File: src/rtl/shift_cmd_pkg.sv
// Shared definitions for the shifter command stage: default widths, the NOP control code
// and the command record layout.
package shift_cmd_pkg;

  localparam int unsigned DATA_W_DEF = 4;
  localparam int unsigned CTRL_W_DEF = 3;

  localparam logic [CTRL_W_DEF-1:0] NOP_CTRL = 3'h0;

  typedef struct packed {
    logic [DATA_W_DEF-1:0] data;
    logic [CTRL_W_DEF-1:0] control;
  } cmd_t;

endpackage

File: src/rtl/shift_cmd_mem.sv
// Command storage: Depth x Width register array, one synchronous write port and one
// asynchronous read port.
module shift_cmd_mem #(
  parameter int unsigned Width = 7,
  parameter int unsigned Depth = 4,
  localparam int unsigned PtrW = $clog2(Depth)
) (
  input  logic             clk,
  input  logic             we,
  input  logic [PtrW-1:0]  wr_ptr,
  input  logic [Width-1:0] wr_data,
  input  logic [PtrW-1:0]  rd_ptr,
  output logic [Width-1:0] rd_data
);

  logic [Width-1:0] mem_q [Depth];

  always_ff @(posedge clk) begin
    if (we) begin
      mem_q[wr_ptr] <= wr_data;
    end
  end

  assign rd_data = mem_q[rd_ptr];

endmodule

File: src/rtl/shift_cmd_queue.sv
// Command FIFO in front of the doubler/shifter: issues at most one command per clock and
// drives NOP otherwise. Define CMD_QUEUE_DROP_CNT_EN to add the saturating drop_cnt output.
module shift_cmd_queue
  import shift_cmd_pkg::*;
#(
  parameter int unsigned DATA_W = DATA_W_DEF,
  parameter int unsigned CTRL_W = CTRL_W_DEF,
  parameter int unsigned DEPTH  = 4,
  localparam int unsigned PtrW  = $clog2(DEPTH),
  localparam int unsigned LvlW  = $clog2(DEPTH) + 1
) (
  input  logic              clk,
  input  logic              rst,
  input  logic              in_valid,
  output logic              in_ready,
  input  logic [DATA_W-1:0] in_data,
  input  logic [CTRL_W-1:0] in_control,
  input  logic              issue_en,
  input  logic              flush,
  output logic [DATA_W-1:0] out_data,
  output logic [CTRL_W-1:0] out_control,
  output logic              out_issue,
  output logic [LvlW-1:0]   level,
  output logic              full,
  output logic              empty
`ifdef CMD_QUEUE_DROP_CNT_EN
  ,
  output logic [7:0]        drop_cnt
`endif
);

  localparam int unsigned EntW = DATA_W + CTRL_W;

  logic [PtrW-1:0]   wr_ptr_q, wr_ptr_d;
  logic [PtrW-1:0]   rd_ptr_q, rd_ptr_d;
  logic [LvlW-1:0]   level_q, level_d;
  logic [DATA_W-1:0] out_data_q, out_data_d;
  logic [CTRL_W-1:0] out_control_q, out_control_d;
  logic              out_issue_q, out_issue_d;
  logic [EntW-1:0]   head;
  logic              push, pop;

  assign full     = (level_q == LvlW'(DEPTH));
  assign empty    = (level_q == '0);
  assign in_ready = !full || issue_en;
  assign push     = in_valid && in_ready;
  assign pop      = issue_en && !empty;

  shift_cmd_mem #(
    .Width (EntW),
    .Depth (DEPTH)
  ) u_mem (
    .clk     (clk),
    .we      (push && !flush),
    .wr_ptr  (wr_ptr_q),
    .wr_data ({in_data, in_control}),
    .rd_ptr  (rd_ptr_q),
    .rd_data (head)
  );

  always_comb begin
    wr_ptr_d      = wr_ptr_q;
    rd_ptr_d      = rd_ptr_q;
    level_d       = level_q;
    out_data_d    = '0;
    out_control_d = CTRL_W'(NOP_CTRL);
    out_issue_d   = 1'b0;
    if (flush) begin
      wr_ptr_d = '0;
      rd_ptr_d = '0;
      level_d  = '0;
    end else begin
      if (push) wr_ptr_d = wr_ptr_q + 1'b1;
      if (pop) begin
        rd_ptr_d      = rd_ptr_q + 1'b1;
        out_data_d    = head[EntW-1:CTRL_W];
        out_control_d = head[CTRL_W-1:0];
        out_issue_d   = 1'b1;
      end
      level_d = level_q + LvlW'(push) - LvlW'(pop);
    end
  end

  always_ff @(posedge clk or posedge rst) begin
    if (rst) begin
      wr_ptr_q      <= '0;
      rd_ptr_q      <= '0;
      level_q       <= '0;
      out_data_q    <= '0;
      out_control_q <= CTRL_W'(NOP_CTRL);
      out_issue_q   <= 1'b0;
    end else begin
      wr_ptr_q      <= wr_ptr_d;
      rd_ptr_q      <= rd_ptr_d;
      level_q       <= level_d;
      out_data_q    <= out_data_d;
      out_control_q <= out_control_d;
      out_issue_q   <= out_issue_d;
    end
  end

  assign out_data    = out_data_q;
  assign out_control = out_control_q;
  assign out_issue   = out_issue_q;
  assign level       = level_q;

`ifdef CMD_QUEUE_DROP_CNT_EN
  logic [7:0] drop_cnt_q;

  // Flush does not clear this; only reset does.
  always_ff @(posedge clk or posedge rst) begin
    if (rst) begin
      drop_cnt_q <= '0;
    end else if (in_valid && !in_ready && (drop_cnt_q != 8'hFF)) begin
      drop_cnt_q <= drop_cnt_q + 8'd1;
    end
  end

  assign drop_cnt = drop_cnt_q;
`endif

endmodule
File: config.mk
export PLATFORM = sky130hd
export DESIGN_NAME = shift_cmd_queue
export DESIGN_NICKNAME = d
export VERILOG_FILES = /design/src/rtl/shift_cmd_pkg.sv /design/src/rtl/shift_cmd_mem.sv /design/src/rtl/shift_cmd_queue.sv
export SDC_FILE = /design/constraint.sdc
export NUM_CORES = 1
export LEC_CHECK = 0
export CAP_MARGIN = 20
export CELL_PAD_IN_SITES_DETAIL_PLACEMENT = 1
export CELL_PAD_IN_SITES_GLOBAL_PLACEMENT = 2
export CORE_MARGIN = 2
export CORE_UTILIZATION = 41
export DETAILED_ROUTE_END_ITERATION = 7
export GPL_ROUTABILITY_DRIVEN = 0
export PLACE_DENSITY_LB_ADDON = 0.2
export SLEW_MARGIN = 20
export SYNTH_ARGS = -nofsm -noshare
export SYNTH_HDL_FRONTEND = slang
export SYNTH_SLANG_ARGS = --single-unit
File: constraint.sdc
create_clock -name clk -period 6.65 [get_ports clk]
set_input_delay 0.665 -clock clk [delete_from_list [all_inputs] [get_ports clk]]
set_output_delay 0.665 -clock clk [all_outputs]
set_load 0.01 [all_outputs]
==> results.cfg, run 1 <==
; generated from flow reports
[critical_path]
critPathSlowestCell = or4b_4
r2r_setup_slack_ps = 3880
arrival_ps = 3230
timing.rr.end = level[2]
worstPathCellList = clkdlybuf4s50_1 > or4b_4 > and2_4 > inv_2 > ha_1 > inv_1 > ha_1 > inv_1 > fa_1 > xor2_1 > and2_2 > nor3_1
required_ps = 6860
crit_family = simple AND/OR/NAND/NOR gates
critPathBufInv = 4
path_class = input pin to flop
r2r-start = level[1]
endpoint = level[2]
cp.depth = 12
reg2reg_depth = 11
startpoint_type = input pin
crit_start = issue_en
critical-path-max-stage-delay_ps = 520
crit_path_max_fanout = 5
cp-end-kind = flop

[final_layout]
clock_area_share_pct = 4.55
flop_area_mm2 = 0.00122
largest_class = sequential cells
utilization_pct = 53.6
comb_area_um2 = 485
comb-cell-share_pct = 22.3
syn2layout_area_growth_pct = 24.2
inv_count = 8
layoutNonFillerInstCount = 186
nMultiInputCombCells = 48
nets = 154
layout.nonclk_buf_share_pct = 12.9
nonClockBufferCount = 29
finalInstanceArea_mm2 = 0.00217
drive_gt1_share_pct = 18.4
mostFrequentLayoutCell = edfxtp_1
sh_seq_area_pct = 56.0
fillers = 388
mostFrequentLayoutCells = edfxtp_1 (28), clkdlybuf4s50_1 (25), dfrtp_1 (15)
n_antenna_cell = 0

[place]
placed_area_mm2 = 0.00207
dp_cells = 178
place_ws_ps = 3330
hpwl_mm = 2.22
portBuffers = 25

[clocking]
cts_made_buffers = 5
cts_tree = built
root_buffer = clkbuf_8
cts_htree_levels = 2
cts_sinks = 43
clkTransAtPathRegs_ps = 80
cts_buffer_depth = 2
post_cts.repair.setup_buffers = 0
cts_resized = 0
ctsHoldBuffers = 0

[power_and_ir_drop]
seq_power_uw = 350
powerDensity_mw_per_mm2 = 318
power_frac_seq_pct = 50.6
vdd_drop_max_mv = 0.112
power_switching_uw = 190
largestPowerGroup = sequential cells
total_power_uw = 691
comb_power_share_pct = 24.2
p_sw_share_pct = 27.5
p_leak_nw = 0.823
power.internal_uw = 501
comb-power_uw = 167

[synth]
top_logic_kind = simple AND/OR/NAND/NOR gates
syn_inst = 103
synthAoiAreaFrac_pct = 1.93
post-synth-top-area-cell = edfxtp_1
xor_share_pct = 1.50
yosys_area_mm2 = 0.00175
synthAdderAreaFrac_pct = 5.44
yosysWarnings = 0
ys_cells = 103
syn-num-nets = 122
synth_area_per_cell_um2 = 17.0
ys.flops = 43
topCellsByArea = edfxtp_1 (48%), dfrtp_1 (21%), mux4_2 (9.0%), ha_1 (4.3%), nor2b_1 (2.9%)
ys_seq_share_pct = 69.5
mux_share_pct = 9.01
syn_area_mm2 = 0.00175
simple_gate_share_pct = 9.87
synth_top_area_share_pct = 48.1
synth.distinct_cells = 25

[hold_path]
hp-class = flop to flop
hp-start = wr_ptr_q[0]
min_path_cells = 2
holdPathEnd = wr_ptr_q[0]

[drt]
wl_met1_mm = 1.40
ant_nets = 0
drc = 0
vias_per_cell = 4.99
drtPass1Iterations = 4
dr.max_layer_used = met4
wl_met2_mm = 1.55
drtIter0Drc = 47
dr_wl_met3_um = 131

[timing]
worstMarginPinSlew_ps = 637
drv_slew = 0
setup_viol = 0
setup_tns_ps = 0
max_freq_ghz = 0.331
period_needed_ps = 3020
finalClockPeriodUsage_pct = 45.4
rsz0062_at_grt = no
fin_ws_ps = 3630
slew_headroom_pct = 57.5
finalHoldViolations = 0
whs_ps = 631

[grt]
grt-ovfl-total = 0
antenna_found_initial = 0
grt_pass1_vias = 1065
grt_pass1_wl_mm = 5.37
grt_use_met2_pct = 23.0
use_met1_pct = 19.3
grt.busiest_layer = met2
grt_max_degree = 16
grt_use_met3_pct = 4.94

[status]
status = complete, no violations

[floorplanning]
die_width_um = 69.3
fp-row-count = 23
taps = 50
coreArea_mm2 = 0.00406
design.portCount = 26
initial_core_util_pct = 43.1
die_y_um = 69.3
chipArea_mm2 = 0.00480

[job]
tool_warnings = 29
cap_violations = 0
run 1: cell usage after synthesis:
cell      number
and2_2         1
and2_4         1
buf_2          2
clkbuf_1       2
dfrtp_1       15
edfxtp_1      28
fa_1           1
ha_1           6
inv_1          7
inv_2          1
mux4_2         7
nand2b_1       1
nand3_1        1
nand4b_1       1
nor2_1         5
nor2b_1        8
nor3_1         2
nor3b_1        5
o21ai_1        1
o311ai_0       1
o31ai_1        1
o31ai_2        1
or2_2          1
or4b_4         1
xor2_1         3
run 1: flip-flops by register name, indices dropped and copies added, names as in the netlist:
register     cells
level            3
out_control      3
out_data         4
out_issue        1
rd_ptr_q         2
u_mem.mem_q     28
wr_ptr_q         2
run_1/power_grid.png
Pins as bars on the die edge.
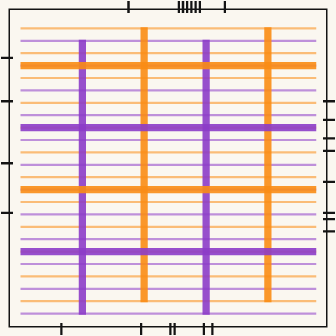
Key: purple = VSS; orange = VDD
The core has 23 rows. 4 straps on met4. 26 signal pins sit on the boundary. 4 straps on met5. 24 met1 rails follow the rows.

run_1/clocks.png
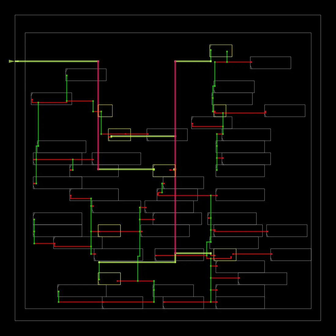
Worst-Skew Late Latency: 300 ps
clk_buf instances: 6
sequential cells: 43
clk pwr: 174 µW

run_1/wires.png
Only two layers are drawn.
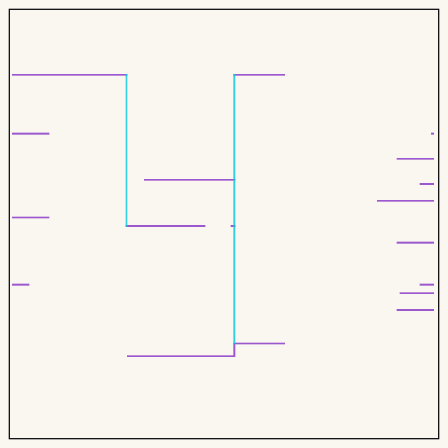
Key: cyan = metal 4 [wire length 68.0 µm]; purple = metal 3 [wire length 131 µm]
WL/cell: 16.9 µm
final wirelength: 3.15 mm
global-route usage over all layers: 15.0%
vias: 929

run_1/clk_routes.png
Scale bar: 20 µm.
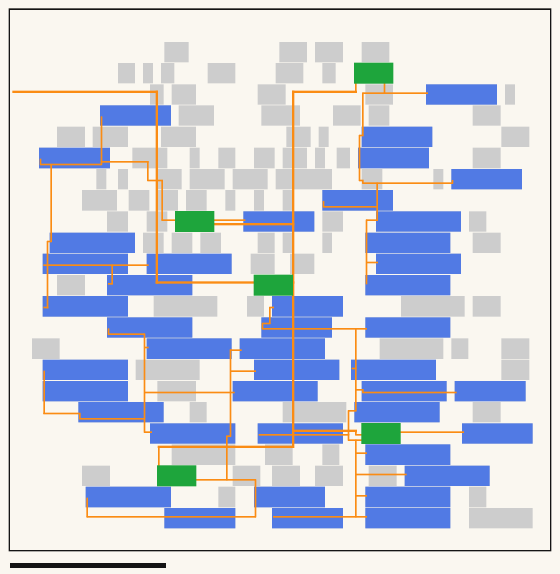
Key: orange = clock wires [length 505 µm]; blue = flip-flops [count 43]; green = clock drivers [count 5]
Position of the flops: spread over the die.
Clock power frac: 25.1%
Fin Clk Skew: 9.36 ps

==> run 2, diff against run 1 <==
--- a/config.mk
+++ b/config.mk
@@ -9,7 +9,7 @@
 export CELL_PAD_IN_SITES_DETAIL_PLACEMENT = 1
 export CELL_PAD_IN_SITES_GLOBAL_PLACEMENT = 2
 export CORE_MARGIN = 2
-export CORE_UTILIZATION = 41
+export CORE_UTILIZATION = 38
 export DETAILED_ROUTE_END_ITERATION = 7
 export GPL_ROUTABILITY_DRIVEN = 0
 export PLACE_DENSITY_LB_ADDON = 0.2
==> constraint.sdc (replaced) <==
create_clock -name clk -period 2.9 [get_ports clk]
set_input_delay 0.29 -clock clk [delete_from_list [all_inputs] [get_ports clk]]
set_output_delay 0.29 -clock clk [all_outputs]
set_load 0.01 [all_outputs]
==> run 2 against run 1 <==
  * Sequential power up 130%
  * Sequential share of layout area down 0.29 points
  * Cell count up 2.7%
  * Global-route usage down 0.43 points
  * Clock power up 100%
  * Power up 120%
  * Setup slack worse by 3400 ps
  * Clock skew down 0.55 ps
==> results.cfg, run 2 <==
; generated from flow reports
[grt]
grt_pass1_wl_mm = 5.40
grt-ovfl-total = 0
grt_use_met3_pct = 4.78
track_usage_pct = 14.6
grt.busiest_layer = met2
grt_pass1_vias = 1102
antenna_found_initial = 0
grt_max_degree = 16
use_met1_pct = 17.9
grt_use_met2_pct = 23.7

[power_and_ir_drop]
p_leak_nw = 0.831
comb-power_uw = 403
comb_power_share_pct = 25.9
largestPowerGroup = sequential cells
vdd_drop_max_mv = 0.378
total_power_mw = 1.55
p_clk_share_pct = 22.9
power.internal_mw = 1.13
power_frac_seq_pct = 51.1
powerDensity_mw_per_mm2 = 711
powerClk_uw = 356
seq_power_uw = 794
power_switching_uw = 421
p_sw_share_pct = 27.1

[clocking]
clkTransAtPathRegs_ps = 80
cts_buffer_depth = 2
cts_htree_levels = 2
clk-insertion-delay-late_ps = 290
cts_made_buffers = 5
cts_resized = 0
cts_sinks = 43
cts_tree = built
root_buffer = clkbuf_8
post_cts.repair.setup_buffers = 0
ctsHoldBuffers = 0

[drt]
wl_per_cell_um = 16.5
drtIter0Drc = 56
wl_mm = 3.15
vias = 961
vias_per_cell = 5.03
ant_nets = 0
drtPass1Iterations = 2
drc = 0

[final_layout]
finalInstanceArea_mm2 = 0.00218
inv_count = 8
nonClockBufferCount = 32
sh_seq_area_pct = 55.7
largest_reg_flops = 28
comb-cell-share_pct = 22.2
nets = 157
layout.nonclk_buf_share_pct = 13.9
mostFrequentLayoutCells = edfxtp_1 (28), clkdlybuf4s50_1 (25), dfrtp_1 (15)
nMultiInputCombCells = 48
utilization_pct = 49.8
layoutNonFillerInstCount = 191
comb_area_um2 = 485
n_clock_buffer = 6
flops = 43
clock_area_share_pct = 3.89
largest_class = sequential cells
drive_gt1_share_pct = 19.4
flop_area_mm2 = 0.00122
largest-register = u_mem.mem_q
syn2layout_area_growth_pct = 24.9
mostFrequentLayoutCell = edfxtp_1
fillers = 436
n_antenna_cell = 0

[timing]
fin_ws_ps = 232
whs_ps = 366
finalHoldViolations = 0
clock_skew_ps = 8.81
max_freq_ghz = 0.375
finalClockPeriodUsage_pct = 92.0
worstMarginPinSlew_ps = 613
drv_slew = 0
setup_tns_ps = 0
setup_viol = 0
period_needed_ps = 2670
slew_headroom_pct = 59.1
rsz0062_at_grt = no

[critical_path]
cp-end-kind = flop
worstPathCellList = or4b_4 > and2_4 > inv_2 > ha_1 > inv_1 > ha_1 > inv_1 > fa_1 > xor2_1 > and2_2 > nor3_1
crit_path_max_fanout = 7
required_ps = 3100
arrival_ps = 2870
critPathSlowestCell = or4b_4
startpoint_type = flop
critPathBufInv = 3
path_class = flop to flop
crit_family = simple AND/OR/NAND/NOR gates
critical-path-max-stage-delay_ps = 550

[floorplanning]
die_y_um = 71.8
die_width_um = 71.8
fp-row-count = 24
design.portCount = 26
initial_core_util_pct = 39.9
coreArea_mm2 = 0.00438
taps = 52
chipArea_mm2 = 0.00516

[synth]
syn_area_mm2 = 0.00175
mux_share_pct = 9.01
syn_inst = 103
yosysWarnings = 0
ff_type = edfxtp_1
topCellsByArea = edfxtp_1 (48%), dfrtp_1 (21%), mux4_2 (9.0%), ha_1 (4.3%), nor2b_1 (2.9%)
ys_seq_share_pct = 69.5
edf_count = 28
synthTopCellsByCount = edfxtp_1 (28), dfrtp_1 (15), nor2b_1 (8)
synth_top_area_share_pct = 48.1
async_reset_ff_share_pct = 34.9
ys.flops = 43
top_logic_kind = simple AND/OR/NAND/NOR gates
ys_cells = 103
synth.distinct_cells = 25
synthAdderAreaFrac_pct = 5.44
synthAoiAreaFrac_pct = 1.93
syn-num-nets = 122
xor_share_pct = 1.50
simple_gate_share_pct = 9.87
post-synth-top-area-cell = edfxtp_1
synth_area_per_cell_um2 = 17.0
yosys_area_mm2 = 0.00175
synth.most_common_cell = edfxtp_1

[place]
place_ws_ps = -31.9
placed_area_mm2 = 0.00210
portBuffers = 25
hpwl_mm = 2.26
dp_cells = 183

[status]
status = complete, no violations

[job]
cap_violations = 0
tool_warnings = 29

[hold_path]
hp-class = input pin to asynchronous set/reset pin
-- run 2: netlist changes by cell type in the layout (fill, tap and decap cells not counted) --
cell      change
buf_4         +3
clkbuf_1      +1
clkinv_2      +1
clkinv_4      -1
clkbuf_8      -1
-- run 2: per-layer routing --
layer / vias to the layer above / share of wire, %
met5: - / 0
met4: 0 / 1.5
met3: 5 / 3.5
met2: 16 / 53
met1: 499 / 42
li1: 441 / -
-- run 2: final timing paths --
check,from,to,slack (ps),depth (start not counted)
worst max-delay path,level[0],level[2],230,11
worst min-delay path,rst,out_data[3],370,2
worst max register to register,level[0],level[2],230,11
worst min register to register,wr_ptr_q[0],wr_ptr_q[0],620,2
max in group asynchronous,rst,wr_ptr_q[0],2130,2
min in group clk,wr_ptr_q[0],wr_ptr_q[0],620,2
run_2/clk_routes.png
Scale bar: 20 µm.
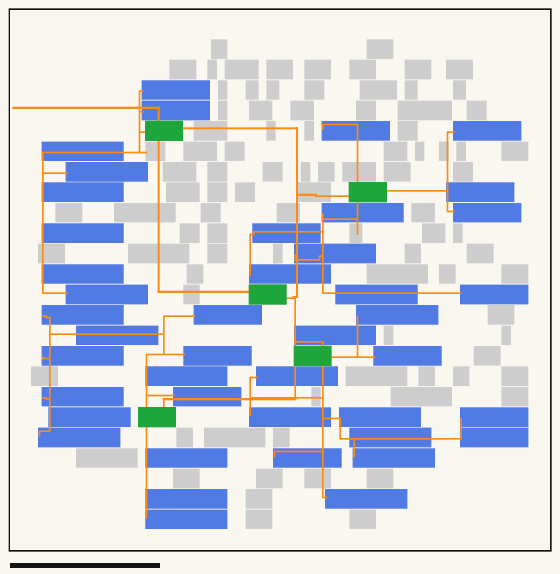
Key: green = clock drivers [count 5]; orange = clock wires [length 460 µm]; blue = flip-flops [count 43]
There are 6 routed clock nets.

run_2/power_grid.png
Pins as bars on the die edge.
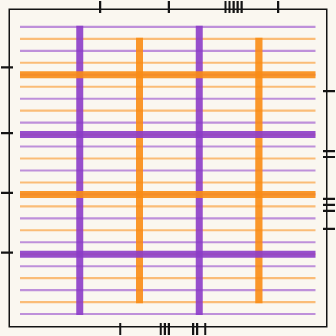
Key: orange = VDD; purple = VSS
26 signal pins sit on the boundary. 4 straps on met5. The core has 24 rows. 25 met1 rails follow the rows.

Power is estimated from default activity; no workload was simulated.
